===== src/rtl/ui_bridge_pkg.sv =====
// Shared opcodes, response codes and state encoding for the host command bridge.
package ui_bridge_pkg;

  localparam int unsigned BYTE_W = 8;
  localparam int unsigned WORD_W = 32;
  localparam int unsigned LEN_W  = 3;
  localparam int unsigned CNT_W  = 2;

  typedef enum logic [BYTE_W-1:0] {
    OP_SET_STEPS = 8'h01,
    OP_RUN       = 8'h02,
    OP_STATUS    = 8'h03,
    OP_UNKNOWN   = 8'hFF
  } opcode_e;

  localparam logic [BYTE_W-1:0] RSP_OK  = 8'hA5;
  localparam logic [BYTE_W-1:0] RSP_REJ = 8'hEE;
  localparam logic [BYTE_W-1:0] RSP_UNK = 8'hEF;

  typedef enum logic [1:0] {
    S_IDLE = 2'd0,
    S_ARG  = 2'd1,
    S_EXEC = 2'd2,
    S_RSP  = 2'd3
  } state_e;

endpackage


===== src/rtl/ui_bridge_rsp_serializer.sv =====
// Up to 4-byte response buffer, shifted out LSB first over a valid/ready handshake.
module rsp_serializer
  import ui_bridge_pkg::*;
(
  input  logic              clk_i,
  input  logic              rst_ni,
  input  logic              load_i,
  input  logic [WORD_W-1:0] load_data_i,
  input  logic [LEN_W-1:0]  load_len_i,
  input  logic              rsp_ready_i,
  output logic [BYTE_W-1:0] rsp_data_o,
  output logic              rsp_valid_o,
  output logic              last_hs_c
);

  logic [WORD_W-1:0] buf_q, buf_d;
  logic [LEN_W-1:0]  len_q, len_d;
  logic              valid_q, valid_d;

  assign last_hs_c   = valid_q && rsp_ready_i && (len_q == LEN_W'(1));
  assign rsp_data_o  = buf_q[BYTE_W-1:0];
  assign rsp_valid_o = valid_q;

  always_comb begin
    buf_d   = buf_q;
    len_d   = len_q;
    valid_d = valid_q;
    if (load_i) begin
      buf_d   = load_data_i;
      len_d   = load_len_i;
      valid_d = 1'b1;
    end else if (valid_q && rsp_ready_i) begin
      if (len_q == LEN_W'(1)) begin
        buf_d   = '0;
        len_d   = '0;
        valid_d = 1'b0;
      end else begin
        buf_d = buf_q >> BYTE_W;
        len_d = len_q - LEN_W'(1);
      end
    end
  end

  always_ff @(posedge clk_i or negedge rst_ni) begin
    if (!rst_ni) begin
      buf_q   <= '0;
      len_q   <= '0;
      valid_q <= 1'b0;
    end else begin
      buf_q   <= buf_d;
      len_q   <= len_d;
      valid_q <= valid_d;
    end
  end

endmodule


===== src/rtl/ui_bridge.sv =====
// Host byte-command bridge: decodes opcodes, programs the step count, launches runs
// and returns status/acknowledge bytes to the host.
module ui_bridge
  import ui_bridge_pkg::*;
(
  input  logic              clk,
  input  logic              rst,
  input  logic [BYTE_W-1:0] cmd_data,
  input  logic              cmd_valid,
  output logic              cmd_ready,
  output logic [BYTE_W-1:0] rsp_data,
  output logic              rsp_valid,
  input  logic              rsp_ready,
  input  logic              ui_valid,
  output logic              ui_done,
  output logic [WORD_W-1:0] num_steps,
  input  logic [WORD_W-1:0] cnt_in,
  output logic              busy
);

  state_e            state_q, state_d;
  opcode_e           op_q, op_d;
  logic [CNT_W-1:0]  cnt_q, cnt_d;
  logic [WORD_W-1:0] shadow_q, shadow_d;
  logic [WORD_W-1:0] snap_q, snap_d;
  logic [WORD_W-1:0] num_steps_q, num_steps_d;
  logic              ui_done_q, ui_done_d;
  logic              cmd_ready_q, cmd_ready_d;
  logic              busy_q, busy_d;

  logic              accept_c;
  logic              load_c;
  logic [WORD_W-1:0] load_data_c;
  logic [LEN_W-1:0]  load_len_c;
  logic              last_hs_c;

  assign accept_c  = cmd_valid && cmd_ready_q;
  assign cmd_ready = cmd_ready_q;
  assign ui_done   = ui_done_q;
  assign num_steps = num_steps_q;
  assign busy      = busy_q;

  always_comb begin
    state_d     = state_q;
    op_d        = op_q;
    cnt_d       = cnt_q;
    shadow_d    = shadow_q;
    snap_d      = snap_q;
    num_steps_d = num_steps_q;
    ui_done_d   = 1'b0;
    load_c      = 1'b0;
    load_data_c = '0;
    load_len_c  = LEN_W'(1);

    case (state_q)
      S_IDLE: begin
        if (accept_c) begin
          state_d = S_EXEC;
          case (cmd_data)
            OP_SET_STEPS: begin
              op_d    = OP_SET_STEPS;
              cnt_d   = '0;
              state_d = S_ARG;
            end
            OP_RUN:    op_d = OP_RUN;
            OP_STATUS: begin
              op_d   = OP_STATUS;
              snap_d = cnt_in;
            end
            default:   op_d = OP_UNKNOWN;
          endcase
        end
      end
      S_ARG: begin
        // Little-endian argument assembly; ui_valid deliberately ignored here.
        if (accept_c) begin
          shadow_d[BYTE_W*cnt_q +: BYTE_W] = cmd_data;
          cnt_d = cnt_q + CNT_W'(1);
          if (cnt_q == CNT_W'(3)) state_d = S_EXEC;
        end
      end
      S_EXEC: begin
        load_c  = 1'b1;
        state_d = S_RSP;
        case (op_q)
          OP_SET_STEPS: begin
            if (ui_valid) begin
              num_steps_d = shadow_q;
              load_data_c = WORD_W'(RSP_OK);
            end else begin
              load_data_c = WORD_W'(RSP_REJ);
            end
          end
          OP_RUN: begin
            if (ui_valid && (num_steps_q != '0)) begin
              ui_done_d   = 1'b1;
              load_data_c = WORD_W'(RSP_OK);
            end else begin
              load_data_c = WORD_W'(RSP_REJ);
            end
          end
          OP_STATUS: begin
            load_data_c = snap_q;
            load_len_c  = LEN_W'(4);
          end
          default: load_data_c = WORD_W'(RSP_UNK);
        endcase
      end
      S_RSP: begin
        if (last_hs_c) state_d = S_IDLE;
      end
      default: state_d = S_IDLE;
    endcase

    cmd_ready_d = (state_d == S_IDLE) || (state_d == S_ARG);
    busy_d      = (state_d != S_IDLE);
  end

  always_ff @(posedge clk or negedge rst) begin
    if (!rst) begin
      state_q     <= S_IDLE;
      op_q        <= OP_UNKNOWN;
      cnt_q       <= '0;
      shadow_q    <= '0;
      snap_q      <= '0;
      num_steps_q <= WORD_W'(1);
      ui_done_q   <= 1'b0;
      cmd_ready_q <= 1'b0;
      busy_q      <= 1'b0;
    end else begin
      state_q     <= state_d;
      op_q        <= op_d;
      cnt_q       <= cnt_d;
      shadow_q    <= shadow_d;
      snap_q      <= snap_d;
      num_steps_q <= num_steps_d;
      ui_done_q   <= ui_done_d;
      cmd_ready_q <= cmd_ready_d;
      busy_q      <= busy_d;
    end
  end

  rsp_serializer u_ser (
    .clk_i       (clk),
    .rst_ni      (rst),
    .load_i      (load_c),
    .load_data_i (load_data_c),
    .load_len_i  (load_len_c),
    .rsp_ready_i (rsp_ready),
    .rsp_data_o  (rsp_data),
    .rsp_valid_o (rsp_valid),
    .last_hs_c   (last_hs_c)
  );

endmodule


===== config.mk =====
export PLATFORM = sky130hd
export DESIGN_NAME = ui_bridge
export DESIGN_NICKNAME = d
export VERILOG_FILES = /design/src/rtl/ui_bridge_pkg.sv /design/src/rtl/ui_bridge_rsp_serializer.sv /design/src/rtl/ui_bridge.sv
export SDC_FILE = /design/constraint.sdc
export NUM_CORES = 1
export LEC_CHECK = 0
export CAP_MARGIN = 40
export CORE_MARGIN = 3
export CORE_UTILIZATION = 50
export DETAILED_ROUTE_END_ITERATION = 10
export PLACE_DENSITY = 0.86
export SLEW_MARGIN = 20
export SYNTH_ARGS = -nofsm -noshare
export SYNTH_HDL_FRONTEND = slang
export SYNTH_SLANG_ARGS = --single-unit

===== constraint.sdc =====
create_clock -name clk -period 2.5 [get_ports clk]
set_input_delay 0.5 -clock clk [delete_from_list [all_inputs] [get_ports clk]]
set_output_delay 0.5 -clock clk [all_outputs]
set_load 0.1 [all_outputs]

==> run notes, run 1 <==
### Die
* **initial standard-cell utilization of the core** 52.3%
* **tap cells** 143
* **die outline area** 13,600 µm²
* **floorplan die width** 116 µm
* **core region area** 11,700 µm²
* **top-level I/O count** 89
* **Die Y-Extent** 116 µm

### Clocking
* **sinks on the clock net** 142
* **clock network latency to the later pin of the worst-skew pair** 0.42 ns
* **Inserted Clock Buffers** 17
* **maximum buffer depth of the clock tree** 2
* **number of hold-repair buffers added at the cts stage** 0
* **CTS tree** yes
* **clock slew at reported path FFs** 0.06 ns
* **clock tree root driver cell** clkbuf_16
* **count of H-tree levels built during CTS** 4
* **post-CTS setup buffer count** 0
* **cells resized by post-CTS repair** 0

### Timing
* **worst clock skew** 0.00468 ns
* **max-slew violation total from the final report** 0
* **peak clock frequency supported by timing** 0.470 GHz
* **endpoints failing hold** 0
* **Max-Slew Margin vs Limit** 65.9%
* **Sum Neg Setup Slack** 0 ns
* **pin slew with the least headroom to its limit** 0.511 ns
* **share of the clock period used by the worst path after layout** 85.2%
* **setup repair after global routing missed its margin** false
* **number of endpoints failing setup at the final stage** 0
* **shortest period the worst path allows** 2.13 ns

### Cells and area
* **most frequent standard cell in the layout excluding fill and tap cells** dfrtp_1
* **area fraction of clock buffers and clock inverters** 8.32%
* **antenna diode instance count** 0
* **top library cells by usage in the layout, fill and taps aside** dfrtp_1, nand2_1, buf_4, nor2_1, clkdlybuf4s50_1
* **area occupied by multi-input gates** 2310 µm²
* **core occupancy in the finished layout** 66.2%
* **count of nets after finishing** 673
* **layout cells sized above 1** 27.8%
* **Non-Clock Inverter Count** 8
* **Non-clock buffer share** 13.0%
* **number of non-clock buffers in the layout** 112
* **tally of clock buffers in the finished layout** 17
* **final-layout fill cell count** 801
* **area taken by flip-flops and latches** 3560 µm²
* **Area-dominant class** flip-flops and latches
* **number of multi-input combinational cells in the layout** 339
* **multi-input gate share of the layout cell area** 29.9%
* **number of non-filler instances in the completed layout** 776
* **sequential cell count of the final layout** 142

### Global route
* **Congestion Overflow GR** 0
* **number of antenna violations at the first check in global routing** 0
* **maximum number of pins on one net before global-route repair** 68
* **Overall Global Routing Usage** 23.3%
* **vias in the first global route** 4,670
* **first-pass GRT wire length** 24.4 mm

### Min path
* **worst min path class** in -> async

### Power
* **combinational logic power** 2720 µW
* **total power consumption of the routed design** 8760 µW
* **power density over the cells** 1130 nW/µm²
* **top power group** sequential cells
* **leakage power** 0.00376 µW
* **switching power** 3280 µW
* **Internal Power** 5480 µW
* **worst ir drop on vdd** 0.633 mV
* **combinational share of power** 31.1%
* **switching share of power** 37.4%
* **total sequential power** 3290 µW

### Critical path
* **critical path launch point** state_q[1]$_DFF_PN0_
* **Slowest-stage cell, CP** dfrtp_1
* **capture instance of the worst register-to-register path** num_steps[28]$_DFFE_PN0P_
* **type of destination of the critical path** register
* **sort of element at the start of the critical path** register
* **slack of the worst reg-to-reg path** 0.37 ns
* **critical path start-end classification** reg -> reg
* **signal arrival time at the worst endpoint** 2.43 ns
* **Required @ worst endpoint** 2.80 ns
* **Worst Setup EP** num_steps[28]$_DFFE_PN0P_
* **startpoint of the most critical register-to-register path** state_q[1]$_DFF_PN0_
* **Largest delay share family, worst path** simple AND/OR/NAND/NOR gates
* **crit path cell chain** nor2b_4 > nand3b_1 > or3b_2 > buf_12 > mux2_4
* **Critical Path Fanout Max** 32
* **number of buffer and inverter instances along the worst setup path** 1
* **cell count along the critical path** 5

### Drt
* **number of search-and-repair iterations in the first detailed-routing pass** 5
* **final wirelength** 15.0 mm
* **routed length per placed instance** 19.4 µm
* **Routed Antenna Nets** 0
* **via count** 4,552
* **routed vias/inst** 5.87
* **DRT iter0 DRCs** 404

### Place
* **placement-stage cell area** 7080 µm²
* **HPWL reported at the end of detailed placement** 9.60 mm
* **port bufs** 88
* **setup slack after placement** 0.177 ns
* **count of placed standard cells including taps** 744
* **global placer's final weighted congestion** 0.817

### Synth
* **synthesized area per cell** 11.7 µm²
* **top cell type's share of synthesized area** 56.6%
* **leading post-synthesis cells by instance count** dfrtp_1, nand2_1, nor2_1
* **number of nets produced by synthesis** 574
* **Synth Flop Type** dfrtp_1
* **most popular library cell in the synthesized design by count** dfrtp_1
* **post-synth cell types** 41
* **flop and latch count out of synthesis** 142
* **post-synthesis cell area** 6100 µm²
* **yosys cell count** 521
* **Post-synth EDFFs** 0
* **YS chip area** 6100 µm²
* **dominant cell type by area after synthesis** dfrtp_1
* **Post-synth seq share** 58.4%
* **proportion of synthesized flip-flops having asynchronous set or reset** 100%
* **count of synthesis-stage warnings from yosys** 0
* **dominant cells by area after synthesis** dfrtp_1, mux2_4, mux2_2
* **Post-Syn Instances** 521

### Run
* **max-cap check violation count** 0
* **stage-log warning count** 32

### Status
* **result of the run** finished, final reports clean

run 1: sequential cells by signal (all words and copies together) (netlist names):
register and cells:
busy 1, snap_q 32, u_ser.rsp_valid_o 1, u_ser.buf_q 32, u_ser.len_q 3, state_q 2, op_q 3, cnt_q 2
num_steps 32, cmd_ready 1, shadow_q 32, ui_done 1
run 1: metal layers:
metal	track usage [%]	share of wire [%]
met1	29.7	40
met5	0	0
met3	5.44	6.8
met2	38.6	51
met4	9.51	2.8
run 1: logic make-up after synthesis:
| family | synth area share (%) |
|---|---|
| AND/OR/NAND/NOR | 11.9 |
| flip-flops | 58.4 |
| AND-OR/OR-AND | 10.5 |
| multiplexers | 13.8 |
| buffers and inverters | 3.71 |
| adder cells (fa/ha/maj) | 1.64 |
==> run_1/drive_strength.png <==
Bar = 20 µm.
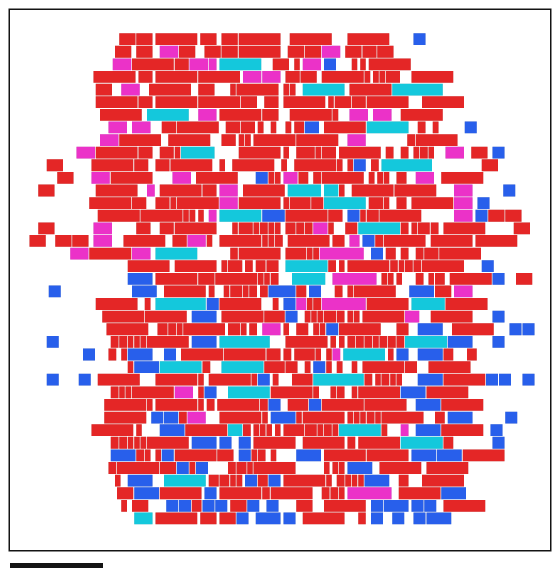
colour	size	cells	share	most used
cyan	drive 6 and up	29	4.6%	clkbuf_16
magenta	drive 2	48	7.6%	mux2_2
blue	drive 3 to 4	99	16%	buf_4
red	drive 1 or less	457	72%	dfrtp_1
slack of the critical path: 0.371 ns
final instance area: 7730 µm²
synth-to-layout area growth: 26.7%

==> run_1/clock_map.png <==
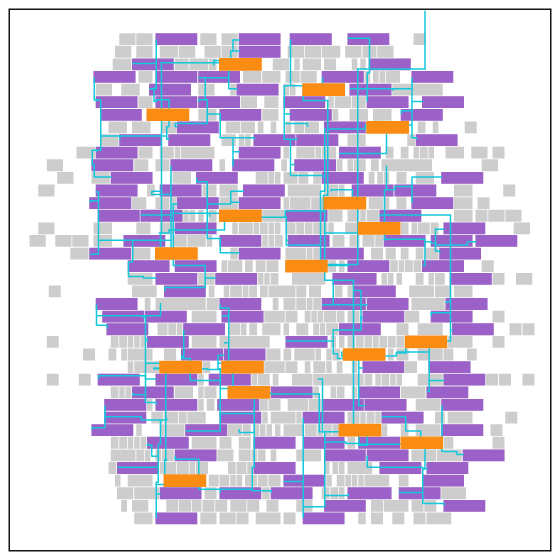
[cyan] clock wires | length: 1,580 µm
[purple] flip-flops | count: 142
[orange] cells driving clock nets | count: 17
routed clock nets	18
clock share of power: 31.3%
power in the clock group: 2740 µW

==> run_1/cell_classes.png <==
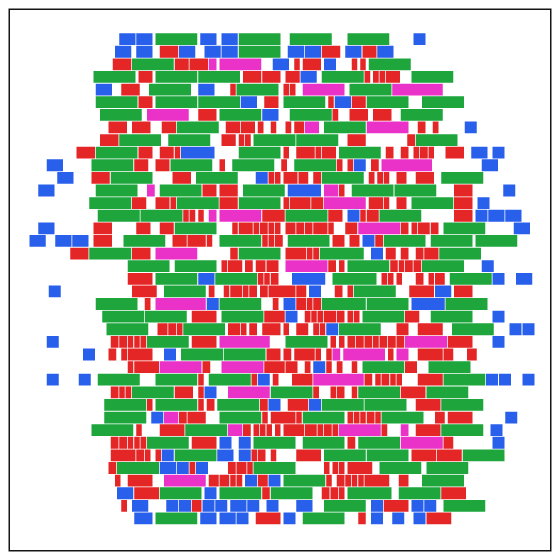
colour	class	cells	share of their area
magenta	clock drivers and dummy loads	32	8.5%
green	flip-flops	142	47%
red	all other logic	347	31%
blue	other buffers and delay cells	112	13%
num rows: 39
fraction of area in registers: 46.1%

--- run 2 (diff from run 1) ---
Settings changed: CAP_MARGIN 40 to 15, SETUP_SLACK_MARGIN set to 0.05.
==> run_2/final_clocks.png <==
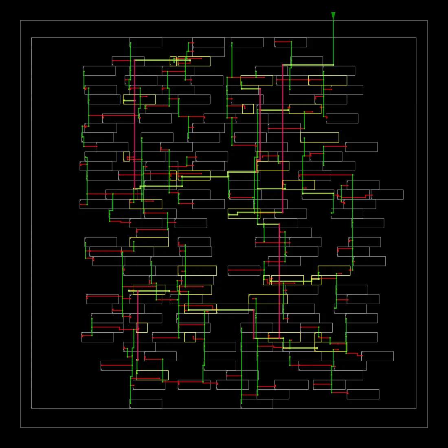
sinks on the clock net: 142
Inserted Clock Buffers: 17
clock network latency to the later pin of the worst-skew pair: 0.42 ns
tally of clock buffers in the finished layout: 17
worst clock skew: 0.00468 ns

==> run notes, run 2 <==
### Status
* **result of the run** finished, final reports clean

### Critical path
* **slack of the worst reg-to-reg path** 0.37 ns
* **Worst Reg2Reg Path Length in Cells** 5
* **startpoint of the most critical register-to-register path** state_q[1]$_DFF_PN0_
* **Required @ worst endpoint** 2.80 ns
* **Worst Setup EP** num_steps[28]$_DFFE_PN0P_
* **type of destination of the critical path** register
* **Largest delay share family, worst path** simple AND/OR/NAND/NOR gates
* **capture instance of the worst register-to-register path** num_steps[28]$_DFFE_PN0P_
* **sort of element at the start of the critical path** register
* **crit path cell chain** nor2b_4 > nand3b_1 > or3b_2 > buf_12 > mux2_4
* **signal arrival time at the worst endpoint** 2.43 ns
* **critical path launch point** state_q[1]$_DFF_PN0_
* **number of buffer and inverter instances along the worst setup path** 1
* **cell count along the critical path** 5
* **Slowest-stage cell, CP** dfrtp_1
* **Critical Path Fanout Max** 32
* **critical path start-end classification** reg -> reg

### Timing
* **endpoints failing hold** 0
* **share of the clock period used by the worst path after layout** 85.2%
* **slack of the critical path** 0.371 ns
* **max-slew violation total from the final report** 0
* **Sum Neg Setup Slack** 0 ns
* **pin slew with the least headroom to its limit** 0.511 ns
* **peak clock frequency supported by timing** 0.470 GHz
* **number of endpoints failing setup at the final stage** 0
* **shortest period the worst path allows** 2.13 ns
* **Max-Slew Margin vs Limit** 65.9%
* **setup repair after global routing missed its margin** false

### Cells and area
* **final-layout fill cell count** 801
* **layout cells sized above 1** 27.8%
* **core occupancy in the finished layout** 66.2%
* **most frequent standard cell in the layout excluding fill and tap cells** dfrtp_1
* **number of non-clock buffers in the layout** 112
* **number of multi-input combinational cells in the layout** 339
* **area occupied by multi-input gates** 2310 µm²
* **Area-dominant class** flip-flops and latches
* **Non-Clock Inverter Count** 8
* **antenna diode instance count** 0
* **sequential cell count of the final layout** 142
* **count of nets after finishing** 673
* **area taken by flip-flops and latches** 3560 µm²
* **Non-clock buffer share** 13.0%
* **area fraction of clock buffers and clock inverters** 8.32%
* **synth-to-layout area growth** 26.7%
* **top library cells by usage in the layout, fill and taps aside** dfrtp_1, nand2_1, buf_4, nor2_1, clkdlybuf4s50_1
* **multi-input gate share of the layout cell area** 29.9%

### Die
* **die outline area** 13,600 µm²
* **top-level I/O count** 89
* **initial standard-cell utilization of the core** 52.3%
* **core region area** 11,700 µm²
* **num rows** 39
* **tap cells** 143
* **floorplan die width** 116 µm
* **Die Y-Extent** 116 µm

### Power
* **Internal Power** 5480 µW
* **switching share of power** 37.4%
* **combinational logic power** 2720 µW
* **leakage power** 0.00376 µW
* **worst ir drop on vdd** 0.633 mV
* **total sequential power** 3290 µW
* **power in the clock group** 2740 µW
* **clock share of power** 31.3%
* **top power group** sequential cells
* **combinational share of power** 31.1%
* **switching power** 3280 µW

### Drt
* **routed vias/inst** 5.87
* **via count** 4,552
* **number of search-and-repair iterations in the first detailed-routing pass** 5
* **met2 routed WL** 7.61 mm
* **met3 routed wirelength** 1.03 mm
* **Routed Antenna Nets** 0
* **routed metal-1 wire length** 5.98 mm
* **top metal layer carrying routed signals** met4
* **DRT iter0 DRCs** 404

### Synth
* **dominant cells by area after synthesis** dfrtp_1, mux2_4, mux2_2
* **most popular library cell in the synthesized design by count** dfrtp_1
* **synthesized area per cell** 11.7 µm²
* **post-synthesis cell area** 6100 µm²
* **YS chip area** 6100 µm²
* **yosys cell count** 521
* **Post-Syn Instances** 521
* **proportion of synthesized flip-flops having asynchronous set or reset** 100%
* **number of nets produced by synthesis** 574
* **top cell type's share of synthesized area** 56.6%
* **leading post-synthesis cells by instance count** dfrtp_1, nand2_1, nor2_1
* **count of synthesis-stage warnings from yosys** 0
* **Post-synth EDFFs** 0
* **Post-synth seq share** 58.4%
* **post-synth cell types** 41
* **dominant cell type by area after synthesis** dfrtp_1
* **flop and latch count out of synthesis** 142

### Global route
* **met3 track demand over resource** 5.44%
* **most used routing layer** met2
* **number of antenna violations at the first check in global routing** 0
* **vias in the first global route** 4,670
* **global-route track usage on met1** 29.7%
* **first-pass GRT wire length** 24.4 mm
* **met2 usage in global routing** 38.6%

### Run
* **stage-log warning count** 32
* **max-cap check violation count** 0

### Clocking
* **cells resized by post-CTS repair** 0
* **maximum buffer depth of the clock tree** 2
* **clock slew at reported path FFs** 0.06 ns
* **clock tree root driver cell** clkbuf_16
* **number of hold-repair buffers added at the cts stage** 0
* **CTS tree** yes
* **count of H-tree levels built during CTS** 4
* **post-CTS setup buffer count** 0

### Min path
* **worst min path class** in -> async

### Place
* **port bufs** 88
* **global placer's final weighted congestion** 0.817
* **setup slack after placement** 0.177 ns
* **HPWL reported at the end of detailed placement** 9.60 mm

[run 2: cell counts after synthesis]
Identical to the previous run, type by type.
[run 2: logic make-up (layout without fill, tap and decap cells)]
kind of cell | after synthesis | in the layout | synth area share, %
fa+ha+maj | 8 | 8 | 1.64
mux | 65 | 65 | 13.8
flops | 142 | 142 | 58.4
compound gates | 100 | 100 | 10.5
buf+inv | 40 | 152 | 3.71
simple gates | 166 | 166 | 11.9
[run 2: through the flow]
stage / area (µm²) / total power [µW] / hold slack, ns / instances
after floorplan: 6100 / 5190 / 0.204 / 521
after global placement: 7080 / 5750 / 0.463 / 744
after detailed placement: 7080 / 5930 / 0.475 / 744
after CTS: 7730 / 8750 / 0.0410 / 776
after global routing: 7730 / 9180 / 0.0561 / 776
final: 7730 / 8760 / 0.0234 / 776
==> run_2/clock_map.png <==
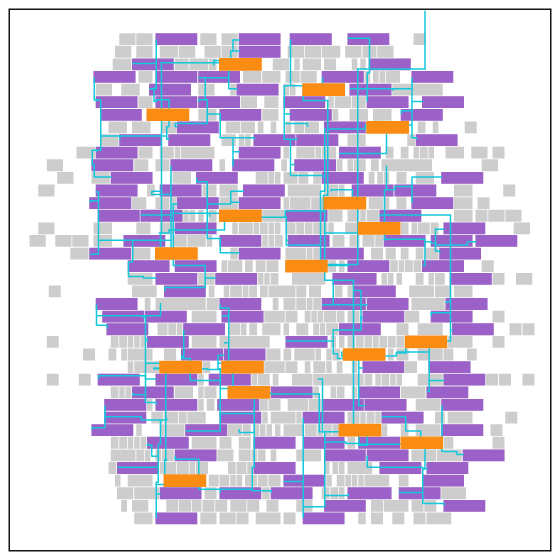

--- run 3 (diff from run 2) ---
Settings changed: SETUP_SLACK_MARGIN 0.05 to 0.3.
==> run_3/clock_map.png <==
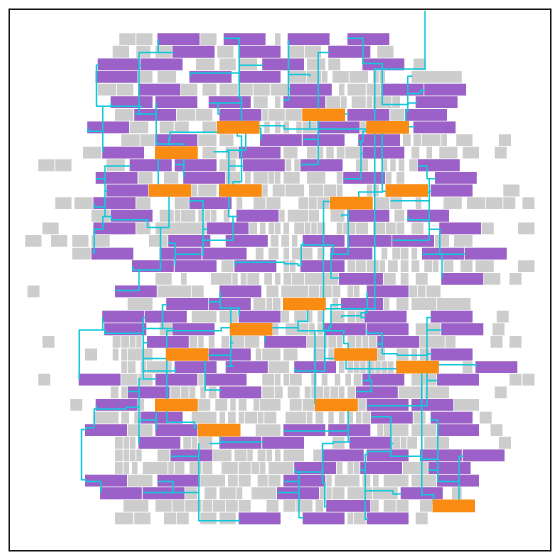
[purple] flip-flops | count: 142
[cyan] clock wires | length: 1,490 µm
[orange] cells driving clock nets | count: 17
routed clock nets	18
clock share of power: 29.4%
worst clock skew: 0.00945 ns
power in the clock group: 2460 µW

==> run notes, run 3 <==
### Status
* **result of the run** finished, final reports clean

### Die
* **num rows** 39
* **die outline area** 13,600 µm²
* **initial standard-cell utilization of the core** 52.3%
* **core region area** 11,700 µm²
* **top-level I/O count** 89
* **floorplan die width** 116 µm
* **Die Y-Extent** 116 µm

### Global route
* **met3 track demand over resource** 5.70%
* **first-pass GRT wire length** 22.5 mm
* **Congestion Overflow GR** 0
* **met2 usage in global routing** 34.9%
* **most used routing layer** met2
* **number of antenna violations at the first check in global routing** 0
* **vias in the first global route** 4,495
* **maximum number of pins on one net before global-route repair** 58
* **Overall Global Routing Usage** 21.5%

### Drt
* **routed metal-1 wire length** 5.89 mm
* **routed vias/inst** 5.67
* **via count** 4,415
* **top metal layer carrying routed signals** met4
* **met2 routed WL** 6.96 mm
* **routed length per placed instance** 18.1 µm
* **number of search-and-repair iterations in the first detailed-routing pass** 5
* **Remaining DRCs** 0
* **met3 routed wirelength** 799 µm
* **Routed Antenna Nets** 0
* **DRT iter0 DRCs** 365
* **final wirelength** 14.0 mm

### Synth
* **Synth Area in Compound Gates** 10.5%
* **flop and latch count out of synthesis** 142
* **post-synth cell types** 41
* **YS chip area** 6100 µm²
* **yosys xor share** 0%
* **dominant cell type by area after synthesis** dfrtp_1
* **Post-synth seq share** 58.4%
* **top cell type's share of synthesized area** 56.6%
* **Mux area share** 13.8%
* **Post-Syn Instances** 521
* **leading post-synthesis cells by instance count** dfrtp_1, nand2_1, nor2_1
* **Synth Flop Type** dfrtp_1
* **most popular library cell in the synthesized design by count** dfrtp_1
* **post-synthesis cell area** 6100 µm²
* **synthesized area per cell** 11.7 µm²
* **Dominant comb cell** multiplexers
* **Post-synth EDFFs** 0
* **number of nets produced by synthesis** 574
* **simple-gate area share of the yosys netlist** 11.9%
* **yosys cell count** 521
* **dominant cells by area after synthesis** dfrtp_1, mux2_4, mux2_2
* **Synth Area in Adders** 1.64%
* **proportion of synthesized flip-flops having asynchronous set or reset** 100%

### Power
* **switching share of power** 38.2%
* **combinational logic power** 2650 µW
* **power density over the cells** 1090 nW/µm²
* **combinational share of power** 31.6%
* **total sequential power** 3270 µW
* **switching power** 3200 µW
* **top power group** sequential cells
* **worst ir drop on vdd** 0.503 mV
* **total power consumption of the routed design** 8380 µW
* **leakage power** 0.00372 µW
* **Internal Power** 5170 µW

### Critical path
* **critical path start-end classification** reg -> reg
* **critical path launch point** state_q[1]$_DFF_PN0_
* **type of destination of the critical path** register
* **highest cell delay on the worst timing path** 0.57 ns
* **Required @ worst endpoint** 2.79 ns
* **Worst Reg2Reg Path Length in Cells** 5
* **sort of element at the start of the critical path** register
* **slack of the worst reg-to-reg path** 0.41 ns
* **Slowest-stage cell, CP** dfrtp_1
* **Worst Setup EP** num_steps[17]$_DFFE_PN0P_
* **startpoint of the most critical register-to-register path** state_q[1]$_DFF_PN0_
* **capture instance of the worst register-to-register path** num_steps[17]$_DFFE_PN0P_
* **crit path cell chain** nor2b_4 > nand3b_1 > or3b_2 > buf_12 > mux2_4
* **Critical Path Fanout Max** 32

### Clocking
* **Inserted Clock Buffers** 17
* **clock network latency to the later pin of the worst-skew pair** 0.42 ns
* **clock slew at reported path FFs** 0.06 ns
* **sinks on the clock net** 142
* **post-CTS setup buffer count** 0
* **count of H-tree levels built during CTS** 4
* **CTS tree** yes
* **clock tree root driver cell** clkbuf_16
* **maximum buffer depth of the clock tree** 2

### Cells and area
* **synth-to-layout area growth** 25.9%
* **antenna diode instance count** 0
* **number of non-filler instances in the completed layout** 778
* **layout cells sized above 1** 28.0%
* **count of nets after finishing** 675
* **final instance area** 7680 µm²
* **most frequent standard cell in the layout excluding fill and tap cells** dfrtp_1
* **final-layout fill cell count** 806
* **top library cells by usage in the layout, fill and taps aside** dfrtp_1, nand2_1, buf_4, nor2_1, clkdlybuf4s50_1
* **core occupancy in the finished layout** 65.8%

### Timing
* **Max-Slew Margin vs Limit** 64.9%
* **peak clock frequency supported by timing** 0.479 GHz
* **endpoints failing hold** 0
* **post-route worst hold slack** 0.484 ns
* **max-slew violation total from the final report** 0
* **shortest period the worst path allows** 2.09 ns
* **slack of the critical path** 0.414 ns
* **setup repair after global routing missed its margin** false
* **Sum Neg Setup Slack** 0 ns
* **share of the clock period used by the worst path after layout** 83.4%
* **number of endpoints failing setup at the final stage** 0

### Place
* **setup slack after placement** 0.189 ns
* **placement-stage cell area** 7080 µm²
* **port bufs** 88
* **count of placed standard cells including taps** 745
* **global placer's final weighted congestion** 0.813
* **HPWL reported at the end of detailed placement** 9.49 mm

### Run
* **stage-log warning count** 32
* **max-cap check violation count** 0

### Min path
* **worst min path class** reg -> reg

## run 3: cell counts after synthesis
No cell type changed its count.
## run 3: final cells by class
| cell class | count | area [µm²] | area share [%] |
|---|---|---|---|
| inverter | 8 | 30.0 | 0.391 |
| multi-input combinational | 339 | 2310 | 30.1 |
| tap | 143 | 179 | 2.33 |
| clock inverter | 15 | 164 | 2.13 |
| clock buffer | 17 | 425 | 5.54 |
| sequential | 142 | 3560 | 46.4 |
| timing repair buffer | 114 | 1010 | 13.1 |
## run 3: worst max-delay path: cells and delay by family, from the launching register on
kind,cells,cell delay (ns)
buffers and inverters,1,0.21
multiplexers,1,0.32
AND/OR/NAND/NOR,3,0.82
flip-flops,1,0.57
## run 3: timing repair
action / 4_1_cts / 5_1_grt
hold endpoints to repair: 31 / 0
hold buffers: 1 / 0
gates resized: 0 / 0
Power and IR drop assume default switching activity.
